==> src/rtl/kbd_if.sv <==
// kbd_if: scancode input, translator loop-back and key event output bundle.
// The slave modport is the controller view; the master modport is the
// receiver / translator / consumer side that drives it.
interface kbd_if #(
    parameter int CNT_W = 8
);
    logic [7:0]       code;
    logic             code_valid;
    logic             code_ready;
    logic [7:0]       xlat_code;
    logic [7:0]       xlat_ascii;
    logic             key_valid;
    logic             key_ready;
    logic [7:0]       key_ascii;
    logic [7:0]       key_code;
    logic             key_down;
    logic [CNT_W-1:0] key_count;

    modport slave (
        input  code, code_valid, xlat_ascii, key_ready,
        output code_ready, xlat_code, key_valid, key_ascii, key_code,
               key_down, key_count
    );

    modport master (
        output code, code_valid, xlat_ascii, key_ready,
        input  code_ready, xlat_code, key_valid, key_ascii, key_code,
               key_down, key_count
    );
endinterface

==> src/rtl/kbd_ctrl.sv <==
// kbd_ctrl: PS/2 scancode decoder. Filters break/extended/typematic bytes,
// looks up ASCII through an external combinational translator and emits
// one valid/ready key event per new make code.
// Optional feature: define KBD_SHIFT_EN to track shift (12/59) and fold
// unshifted upper-case letters to lower case.
module kbd_ctrl #(
    parameter int CNT_W = 8
) (
    input  logic  clk,
    input  logic  rst,
    kbd_if.slave  bus
);

    typedef enum logic [2:0] {
        S_IDLE, S_BRK, S_EXT, S_EXT_BRK, S_LOOKUP, S_OUT
    } state_t;

    state_t           r_state;
    state_t           w_next;

    logic [7:0]       r_xlat_code;
    logic [7:0]       r_held;
    logic             r_key_down;
    logic             r_key_valid;
    logic [7:0]       r_key_ascii;
    logic [7:0]       r_key_code;
    logic [CNT_W-1:0] r_key_count;

    logic             w_ready;
    logic             w_accept;
    logic             w_is_mod;
    logic             w_make;
    logic             w_brk_byte;
    logic             w_emit;
    logic             w_hs;
    logic [7:0]       w_ascii_out;

    assign w_ready  = (r_state == S_IDLE) || (r_state == S_BRK) ||
                      (r_state == S_EXT)  || (r_state == S_EXT_BRK);
    assign w_accept = bus.code_valid && w_ready;
    assign w_is_mod = (bus.code == 8'h12) || (bus.code == 8'h59);
    assign w_emit   = (r_state == S_LOOKUP) && (bus.xlat_ascii != 8'h00);
    assign w_hs     = (r_state == S_OUT) && bus.key_ready;

`ifdef KBD_SHIFT_EN
    logic r_shift;

    // Shift flag: set by a modifier make, cleared by a modifier break.
    always_ff @(posedge clk or posedge rst) begin
        if (rst)
            r_shift <= 1'b0;
        else if (w_accept && w_is_mod && r_state == S_IDLE)
            r_shift <= 1'b1;
        else if (w_accept && w_is_mod && r_state == S_BRK)
            r_shift <= 1'b0;
    end

    // Unshifted letters are presented in lower case.
    assign w_ascii_out = (!r_shift && bus.xlat_ascii >= 8'h41 &&
                          bus.xlat_ascii <= 8'h5A) ?
                         bus.xlat_ascii + 8'h20 : bus.xlat_ascii;
`else
    assign w_ascii_out = bus.xlat_ascii;
`endif

    // State register.
    always_ff @(posedge clk or posedge rst) begin
        if (rst) r_state <= S_IDLE;
        else     r_state <= w_next;
    end

    // Next-state decode plus make/break qualifiers for the datapath.
    always_comb begin
        w_next     = r_state;
        w_make     = 1'b0;
        w_brk_byte = 1'b0;
        case (r_state)
            S_IDLE: if (w_accept) begin
                if (bus.code == 8'hF0)
                    w_next = S_BRK;
                else if (bus.code == 8'hE0)
                    w_next = S_EXT;
                else if (w_is_mod || (r_key_down && bus.code == r_held))
                    w_next = S_IDLE;          // modifier or typematic repeat
                else begin
                    w_make = 1'b1;
                    w_next = S_LOOKUP;
                end
            end
            S_BRK: if (w_accept) begin
                w_brk_byte = 1'b1;
                w_next     = S_IDLE;
            end
            S_EXT: if (w_accept)
                w_next = (bus.code == 8'hF0) ? S_EXT_BRK : S_IDLE;
            S_EXT_BRK: if (w_accept)
                w_next = S_IDLE;
            S_LOOKUP:
                w_next = (bus.xlat_ascii == 8'h00) ? S_IDLE : S_OUT;
            S_OUT: if (bus.key_ready)
                w_next = S_IDLE;
            default:
                w_next = S_IDLE;
        endcase
    end

    // Held key tracking, translator code, event registers and counter.
    always_ff @(posedge clk or posedge rst) begin
        if (rst) begin
            r_xlat_code <= 8'h00;
            r_held      <= 8'h00;
            r_key_down  <= 1'b0;
            r_key_valid <= 1'b0;
            r_key_ascii <= 8'h00;
            r_key_code  <= 8'h00;
            r_key_count <= '0;
        end else begin
            if (w_make) begin
                r_xlat_code <= bus.code;
                r_held      <= bus.code;
                r_key_down  <= 1'b1;
            end
            if (w_brk_byte && !w_is_mod && bus.code == r_held)
                r_key_down <= 1'b0;
            if (w_emit) begin
                r_key_ascii <= w_ascii_out;
                r_key_code  <= r_xlat_code;
                r_key_valid <= 1'b1;
            end
            if (w_hs) begin
                r_key_valid <= 1'b0;
                r_key_count <= r_key_count + 1'b1;
            end
        end
    end

    assign bus.code_ready = w_ready;
    assign bus.xlat_code  = r_xlat_code;
    assign bus.key_valid  = r_key_valid;
    assign bus.key_ascii  = r_key_ascii;
    assign bus.key_code   = r_key_code;
    assign bus.key_down   = r_key_down;
    assign bus.key_count  = r_key_count;

endmodule
==> src/flat_wrapper.sv <==
// flat-port wrapper written by rule: the top's interface ports become plain ports
module kbd_ctrl_flat 
#(
    parameter int CNT_W = 8
)
  (clk, rst, bus_code, bus_code_valid, bus_xlat_ascii, bus_key_ready, bus_code_ready, bus_xlat_code, bus_key_valid, bus_key_ascii, bus_key_code, bus_key_down, bus_key_count);
  kbd_if #(.CNT_W(CNT_W)) bus_i ();
  input  logic clk;
  input  logic rst;
  input wire logic [$bits(bus_i.code)-1:0] bus_code;
  input wire logic [$bits(bus_i.code_valid)-1:0] bus_code_valid;
  input wire logic [$bits(bus_i.xlat_ascii)-1:0] bus_xlat_ascii;
  input wire logic [$bits(bus_i.key_ready)-1:0] bus_key_ready;
  output wire logic [$bits(bus_i.code_ready)-1:0] bus_code_ready;
  output wire logic [$bits(bus_i.xlat_code)-1:0] bus_xlat_code;
  output wire logic [$bits(bus_i.key_valid)-1:0] bus_key_valid;
  output wire logic [$bits(bus_i.key_ascii)-1:0] bus_key_ascii;
  output wire logic [$bits(bus_i.key_code)-1:0] bus_key_code;
  output wire logic [$bits(bus_i.key_down)-1:0] bus_key_down;
  output wire logic [$bits(bus_i.key_count)-1:0] bus_key_count;
  assign bus_i.code = bus_code;
  assign bus_i.code_valid = bus_code_valid;
  assign bus_i.xlat_ascii = bus_xlat_ascii;
  assign bus_i.key_ready = bus_key_ready;
  assign bus_code_ready = bus_i.code_ready;
  assign bus_xlat_code = bus_i.xlat_code;
  assign bus_key_valid = bus_i.key_valid;
  assign bus_key_ascii = bus_i.key_ascii;
  assign bus_key_code = bus_i.key_code;
  assign bus_key_down = bus_i.key_down;
  assign bus_key_count = bus_i.key_count;
  kbd_ctrl #(.CNT_W(CNT_W)) u_core (.clk(clk), .rst(rst), .bus(bus_i));
endmodule
==> config.mk <==
export PLATFORM = sky130hd
export DESIGN_NAME = kbd_ctrl_flat
export DESIGN_NICKNAME = d
export VERILOG_FILES = /design/src/rtl/kbd_if.sv /design/src/rtl/kbd_ctrl.sv /design/src/flat_wrapper.sv
export SDC_FILE = /design/constraint.sdc
export NUM_CORES = 1
export LEC_CHECK = 0
export CAP_MARGIN = 20
export CELL_PAD_IN_SITES_DETAIL_PLACEMENT = 1
export CELL_PAD_IN_SITES_GLOBAL_PLACEMENT = 1
export CORE_MARGIN = 1.5
export CORE_UTILIZATION = 48
export CTS_CLUSTER_DIAMETER = 200
export DETAILED_ROUTE_END_ITERATION = 7
export DONT_BUFFER_PORTS = 1
export PLACE_DENSITY = 0.8
export SLEW_MARGIN = 20
export SYNTH_ARGS = -nofsm -noshare
export SYNTH_HDL_FRONTEND = slang
export SYNTH_SLANG_ARGS = --single-unit
==> constraint.sdc <==
create_clock -name clk -period 2 [get_ports clk]
set_clock_uncertainty 0.05 [all_clocks]
set_input_delay 0.4 -clock clk [delete_from_list [all_inputs] [get_ports clk]]
set_output_delay 0.4 -clock clk [all_outputs]
set_load 0.03 [all_outputs]
==> flow.log, run 1 <==
[metrics] run summary
INFO  metric layout_min_cycle_time = about 1900 ps
INFO  metric non_clock_buffer_area_share = 6.58%
INFO  metric synthesis.area = about 1700 um^2
INFO  metric setup_bufs_post_cts = 0
INFO  metric seq_share = a little under half
INFO  metric synth_simple_gate_area_share = approximately 14%
INFO  metric outcome = finished, final reports clean
INFO  metric clock_tree.buffer_depth = 2
INFO  metric dpl_cell_area = 1870 um^2
INFO  metric slew_violations = 0
INFO  metric final-comb-area = between 700 and 800 um^2
INFO  metric drive_gt1_share = 33.1%
INFO  metric holdPathStages = 1
INFO  metric yosys.cell_count.top_type = sky130_fd_sc_hd__dfrtp_1
INFO  metric die_height = 62.7 um
INFO  metric gpl.final_weighted_congestion = between 0.7 and 0.8
INFO  metric grt_pass1_wl = around 6300 um
INFO  metric synth_adder_area_share = less than 1%
INFO  metric synth-async-reset-ratio = 100%
INFO  metric comb-power = ~1.3 mW
INFO  metric synth_largest_type_area_fraction = a little over half
INFO  metric route.detailed.wl_per_inst = 19.1 um
INFO  metric placement.setup.worst_slack = -214 ps
INFO  metric overflow = 0
INFO  metric num-nets-final = ~180
INFO  metric dominantRegCellSynth = sky130_fd_sc_hd__dfrtp_1
INFO  metric cpPeakStageDelay = ~420 ps
INFO  metric grt_use_total = around a fifth
INFO  metric setup_tns_after_final_layout = 0 ps
INFO  metric crit_buf_inv = 0
INFO  metric post_synth.cell_area_avg = approximately 13 um^2
INFO  metric rr_worst_depth = 5
INFO  metric num-fill-cells = 349
INFO  metric synth.largest_area_cell = sky130_fd_sc_hd__dfrtp_1
INFO  metric core_area = ~3400 um^2
INFO  metric synthMuxAreaShare = between 10% and 20%
INFO  metric port_buffers = 0
INFO  metric drt_iter0_markers = 49
INFO  metric worst_slew_margin_rel = about two thirds
INFO  metric comb_share = between 30% and 40%
INFO  metric postSynthRegisterBits = 37
INFO  metric final_min_period_over_clock_period = between 90% and 100%
INFO  metric aoi_share = under 10%
INFO  metric timing_worst_slew_pin_value = between 400 and 500 ps
INFO  metric timing.critical_path.depth = 5
INFO  metric synth.net_count = approximately 160
INFO  metric sequentialPower = approximately 1.8 mW
INFO  metric combPwrFrac = between 30% and 40%
INFO  metric synth_chip_area = about 1700 um^2
INFO  metric n_antenna_cell = 0
==> run 1: worst min-delay path by stage <==
stage,endpoint,from,slack [ps]
6_report,u_core.bus.key_ascii[2],bus_xlat_ascii[2],130
3_5_place_dp,u_core.bus.key_ascii[2],rst,390
4_1_cts,u_core.bus.key_ascii[2],bus_xlat_ascii[2],120
2_1_floorplan,u_core.r_state[1],u_core.r_state[2],420
5_1_grt,u_core.bus.key_ascii[2],bus_xlat_ascii[2],110
3_3_place_gp,u_core.bus.key_count[7],rst,370
==> run 1: metal layers <==
layer	vias to the layer above	GRT usage (%)	share of wire, %
met5	-	0	0
met3	5	7.57	5.7
met1	580	25.8	42
met2	32	34.5	51
met4	0	7.50	1.5
li1	521	-	-
run_1/layer_met1.png
(4 px per um) Supply wires on this layer in grey.
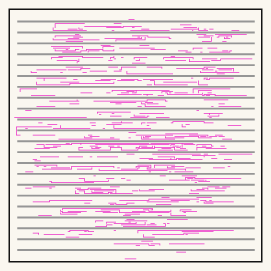
longest straight run	23.9 um
share of all routed wire	42%
wire length on this layer	1620 um
nets with wire on the layer	170

run_1/clocks.png
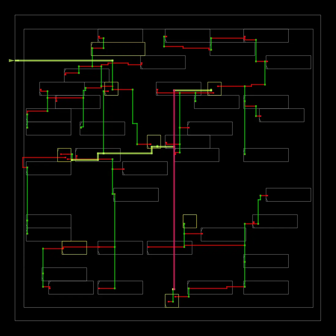
sequential cells: 37
Worst-Skew Late Latency: 360 ps
clock buffers created by TritonCTS: 5
power consumed by the clock network: 0.561 mW
Layout clock buffers: 6

run_1/clk_routes.png
(6 px per um)
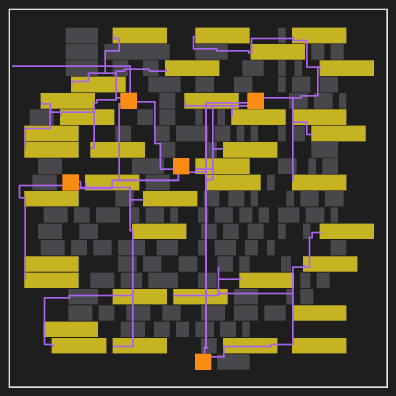
[yellow] flip-flops | count: 37
[purple] clock wires | length: 467 um
[orange] clock drivers | count: 5
routed clock nets	6
flops lie	all over the die

run_1/layer_met3.png
(8 px per um) Cells faint in the background.
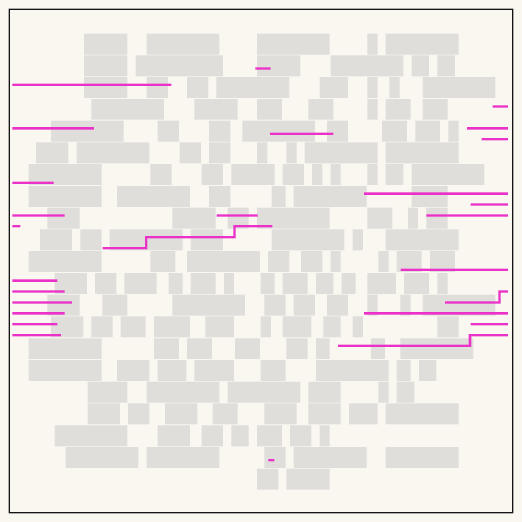
longest straight run	19.6 um
nets with wire on the layer	24
share of all routed wire	5.8%

## Run 2: what changed since run 1
--- a/config.mk
+++ b/config.mk
@@ -11,6 +11,7 @@
 export CORE_MARGIN = 1.5
 export CORE_UTILIZATION = 48
 export CTS_CLUSTER_DIAMETER = 200
+export CTS_CLUSTER_SIZE = 30
 export DETAILED_ROUTE_END_ITERATION = 7
 export DONT_BUFFER_PORTS = 1
 export PLACE_DENSITY = 0.8
run_2/layer_met3.png
(8 px per um) Cells faint in the background.
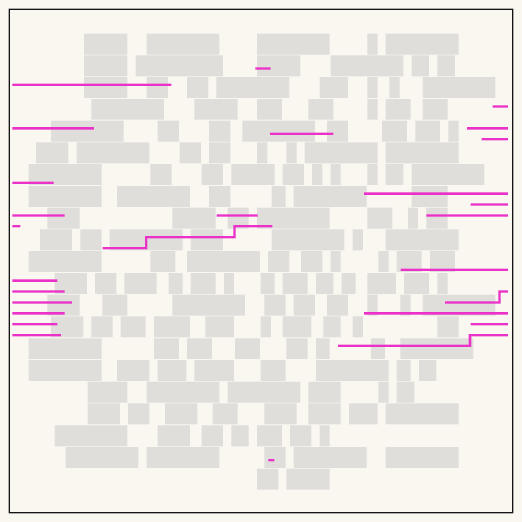
share of all routed wire	5.8%
main direction	horizontal
wire length on this layer	223 um
longest straight run	19.6 um

run_2/layer_met1.png
(4 px per um) Supply wires on this layer in grey.
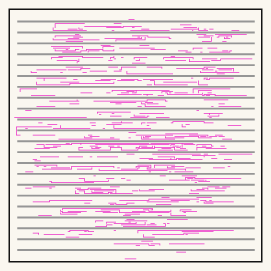
longest straight run	23.9 um
main direction	horizontal

run_2/clocks.png
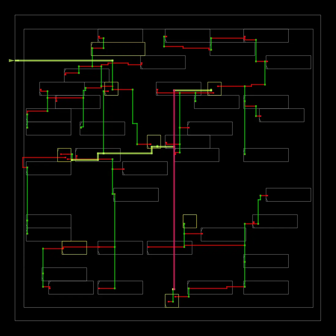
number of sinks handled by clock tree synthesis: 37

==> flow.log, run 2 <==
[metrics] run summary
INFO  metric outcome = finished, final reports clean
INFO  metric drive_gt1_share = approximately a third
INFO  metric synth_largest_type_area_fraction = a little over half
INFO  metric worst_slew_margin_rel = 68.3%
INFO  metric worst_skew_pair.late_latency = roughly 360 ps
INFO  metric num-nets-final = ~180
INFO  metric synth_adder_area_share = less than 1%
INFO  metric port_buffers = 0
INFO  metric non_clock_buffer_area_share = under 10%
INFO  metric synth.largest_area_cell = sky130_fd_sc_hd__dfrtp_1
INFO  metric grt_use_total = 21.1%
INFO  metric post_synth.cell_area_avg = between 10 and 15 um^2
INFO  metric grtUsageMet3 = approximately 7.6%
INFO  metric die_height = ~63 um
INFO  metric crit_buf_inv = 0
INFO  metric drt_iter0_markers = slightly below 50
INFO  metric synth_simple_gate_area_share = roughly 14%
INFO  metric routed.top_layer = met4
INFO  metric final_min_period_over_clock_period = a little over nine tenths
INFO  metric cpPeakStageDelay = 420 ps
INFO  metric aoi_share = roughly 3.4%
INFO  metric hold-path-endpoint = u_core.bus.key_ascii[2]
INFO  metric detail_route.wirelength.met1 = about 1600 um
INFO  metric synth_chip_area = between 1500 and 2000 um^2
INFO  metric combPwrFrac = between 30% and 40%
INFO  metric synthesis.area = around 1700 um^2
INFO  metric dpl_cell_area = roughly 1900 um^2
INFO  metric clock_tree.buffer_depth = 2
INFO  metric clock_buffers = 6
INFO  metric route.met3.wl = between 200 and 250 um
INFO  metric setup_bufs_post_cts = 0
INFO  metric synth-async-reset-ratio = 100%
INFO  metric n_antenna_cell = 0
-- run 2: how the worst max path moves through the flow --
stage	endpoint	slack, ps	depth (start not counted)
floorplan	u_core.bus.key_ascii[0]	-220	6
global placement	u_core.bus.key_code[7]	-180	5
detailed placement	u_core.bus.key_ascii[1]	-210	5
CTS	u_core.bus.xlat_code[5]	60	5
global route	u_core.bus.xlat_code[5]	6	5
finish	u_core.bus.xlat_code[5]	60	5
-- run 2: power groups by stage --
stage / combinational (mW) / clock, mW / sequential, mW
6_report: 1.34 / 0.561 / 1.78
5_1_grt: 1.44 / 0.601 / 1.82
4_1_cts: 1.36 / 0.573 / 1.78
3_5_place_dp: 1.34 / 0 / 1.80
3_3_place_gp: 1.27 / 0 / 1.77
2_1_floorplan: 0.840 / 0 / 1.90
## Run 3: what changed since run 2
--- a/config.mk
+++ b/config.mk
@@ -9,12 +9,14 @@
 export CELL_PAD_IN_SITES_DETAIL_PLACEMENT = 1
 export CELL_PAD_IN_SITES_GLOBAL_PLACEMENT = 1
 export CORE_MARGIN = 1.5
-export CORE_UTILIZATION = 48
+export CORE_UTILIZATION = 43
 export CTS_CLUSTER_DIAMETER = 200
 export CTS_CLUSTER_SIZE = 30
 export DETAILED_ROUTE_END_ITERATION = 7
 export DONT_BUFFER_PORTS = 1
-export PLACE_DENSITY = 0.8
+export GPL_TIMING_DRIVEN = 0
+export MAX_ROUTING_LAYER = met4
+export PLACE_DENSITY = 0.76
 export SLEW_MARGIN = 20
 export SYNTH_ARGS = -nofsm -noshare
 export SYNTH_HDL_FRONTEND = slang
==> constraint.sdc (replaced) <==
create_clock -name clk -period 1.6 [get_ports clk]
set_clock_uncertainty 0.05 [all_clocks]
set_input_delay 0.32 -clock clk [delete_from_list [all_inputs] [get_ports clk]]
set_output_delay 0.32 -clock clk [all_outputs]
set_load 0.03 [all_outputs]
run_3/clk_routes.png
(6 px per um)
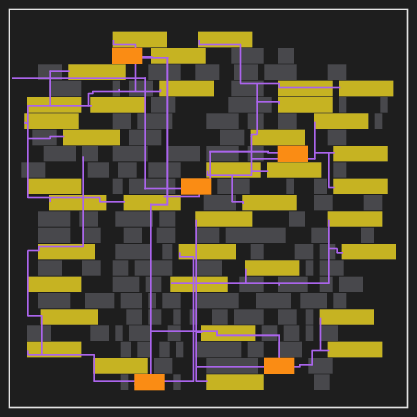
[purple] clock wires | length: 560 um
[orange] clock drivers | count: 5
[yellow] flip-flops | count: 37
flops lie	all over the die

run_3/layer_met1.png
(4 px per um) Supply wires on this layer in grey.
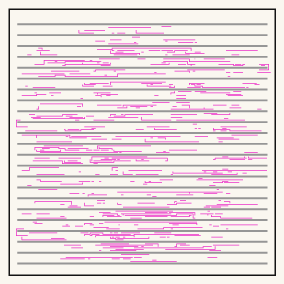
nets with wire on the layer	169
longest straight run	26.2 um
wire length on this layer	1710 um

run_3/cell_density.png
(6 px per um) The die is cut into 7 by 7 equal tiles; white is low, dark blue is high, 0 to 100% covered.
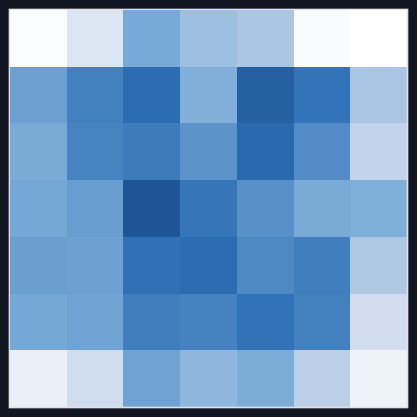
nearly empty tiles	2.0%
fullest tile	85%
tiles over 75% full	10%
mean over tiles	50%
densest ninth of the die	centre

==> flow.log, run 3 <==
[metrics] run summary
INFO  metric outcome = finished, violations left
INFO  metric failed_checks = hold timing, setup timing
INFO  metric routed.top_layer = met4
INFO  metric synth.net_count = between 150 and 200
INFO  metric synth_chip_area = around 1700 um^2
INFO  metric setup_tns_after_final_layout = -7460 ps
INFO  metric synth.largest_area_cell = sky130_fd_sc_hd__dfrtp_1
INFO  metric postSynthRegisterBits = 37
INFO  metric finalHoldViolations = 37
INFO  metric drive_gt1_share = a little over half
INFO  metric clock_buffers = 7
INFO  metric route.met3.wl = 332 um
INFO  metric detail_route.wirelength.met1 = approximately 1700 um
INFO  metric ff_count = 37
INFO  metric worst_setup_path_endpoint = u_core.bus.xlat_code[2]
INFO  metric grt_pass1_wl = about 7500 um
INFO  metric yosys.cell_count.top_type = sky130_fd_sc_hd__dfrtp_1
INFO  metric synth_largest_type_area_fraction = between 50% and 60%
INFO  metric num-fill-cells = ~380
INFO  metric grt.met1_usage = between 20% and 30%
INFO  metric routed-wl-met2 = about 2500 um
INFO  metric placement.setup.worst_slack = -664 ps
INFO  metric route.detailed.wl_per_inst = between 20 and 25 um
INFO  metric synthesis.area = approximately 1700 um^2
INFO  metric overflow = 0
INFO  metric port_buffers = 0
INFO  metric clock_sink_count = 37
INFO  metric gr-usage-met2 = ~43%
INFO  metric cts_inserted_buffers = 5
INFO  metric finalWorstSetupSlack = -318 ps
INFO  metric n_antenna_cell = 0
INFO  metric setup_viol = 33
INFO  metric drt_iter0_markers = 21
INFO  metric non_clock_buffer_area_share = 7.87%
INFO  metric grtUsageMet3 = a little under a tenth
INFO  metric rr_worst_depth = 5
INFO  metric synth-async-reset-ratio = 100%
INFO  metric timing.critical_path.depth = 5
INFO  metric slew_violations = 0
INFO  metric dominantRegCellSynth = sky130_fd_sc_hd__dfrtp_1
INFO  metric worst_slew_margin_rel = between 40% and 50%
INFO  metric final-comb-area = approximately 950 um^2
INFO  metric num-nets-final = between 150 and 200
INFO  metric finalHoldWorstSlack = -18.0 ps
-- run 3: cell counts after synthesis --
No cell type changed its count.
-- run 3: what timing repair did --
action,in CTS,in global routing
buffers inserted,11,2
cloned,2,0
pin swaps,11,9
gates resized,22,9
hold endpoints to repair,0,0
endpoints found under the setup margin,35,35
-- run 3: logic make-up after synthesis --
logic type               share of synthesized area, %
AND-OR/OR-AND                                    3.43
XOR/XNOR                                         7.67
buffers and inverters                            2.70
AND/OR/NAND/NOR                                  14.2
adder cells (fa/ha/maj)                         0.730
flip-flops                                       54.1
multiplexers                                     17.2
-- run 3: where the power goes --
group / internal [mW] / switching, mW / leakage, nW
combinational: 1.14 / 0.756 / 0.480
clock: 0.350 / 0.364 / 0.0445
sequential: 1.35 / 1.22 / 0.431
total: 2.85 / 2.34 / 0.956
Power and IR drop assume default switching activity.
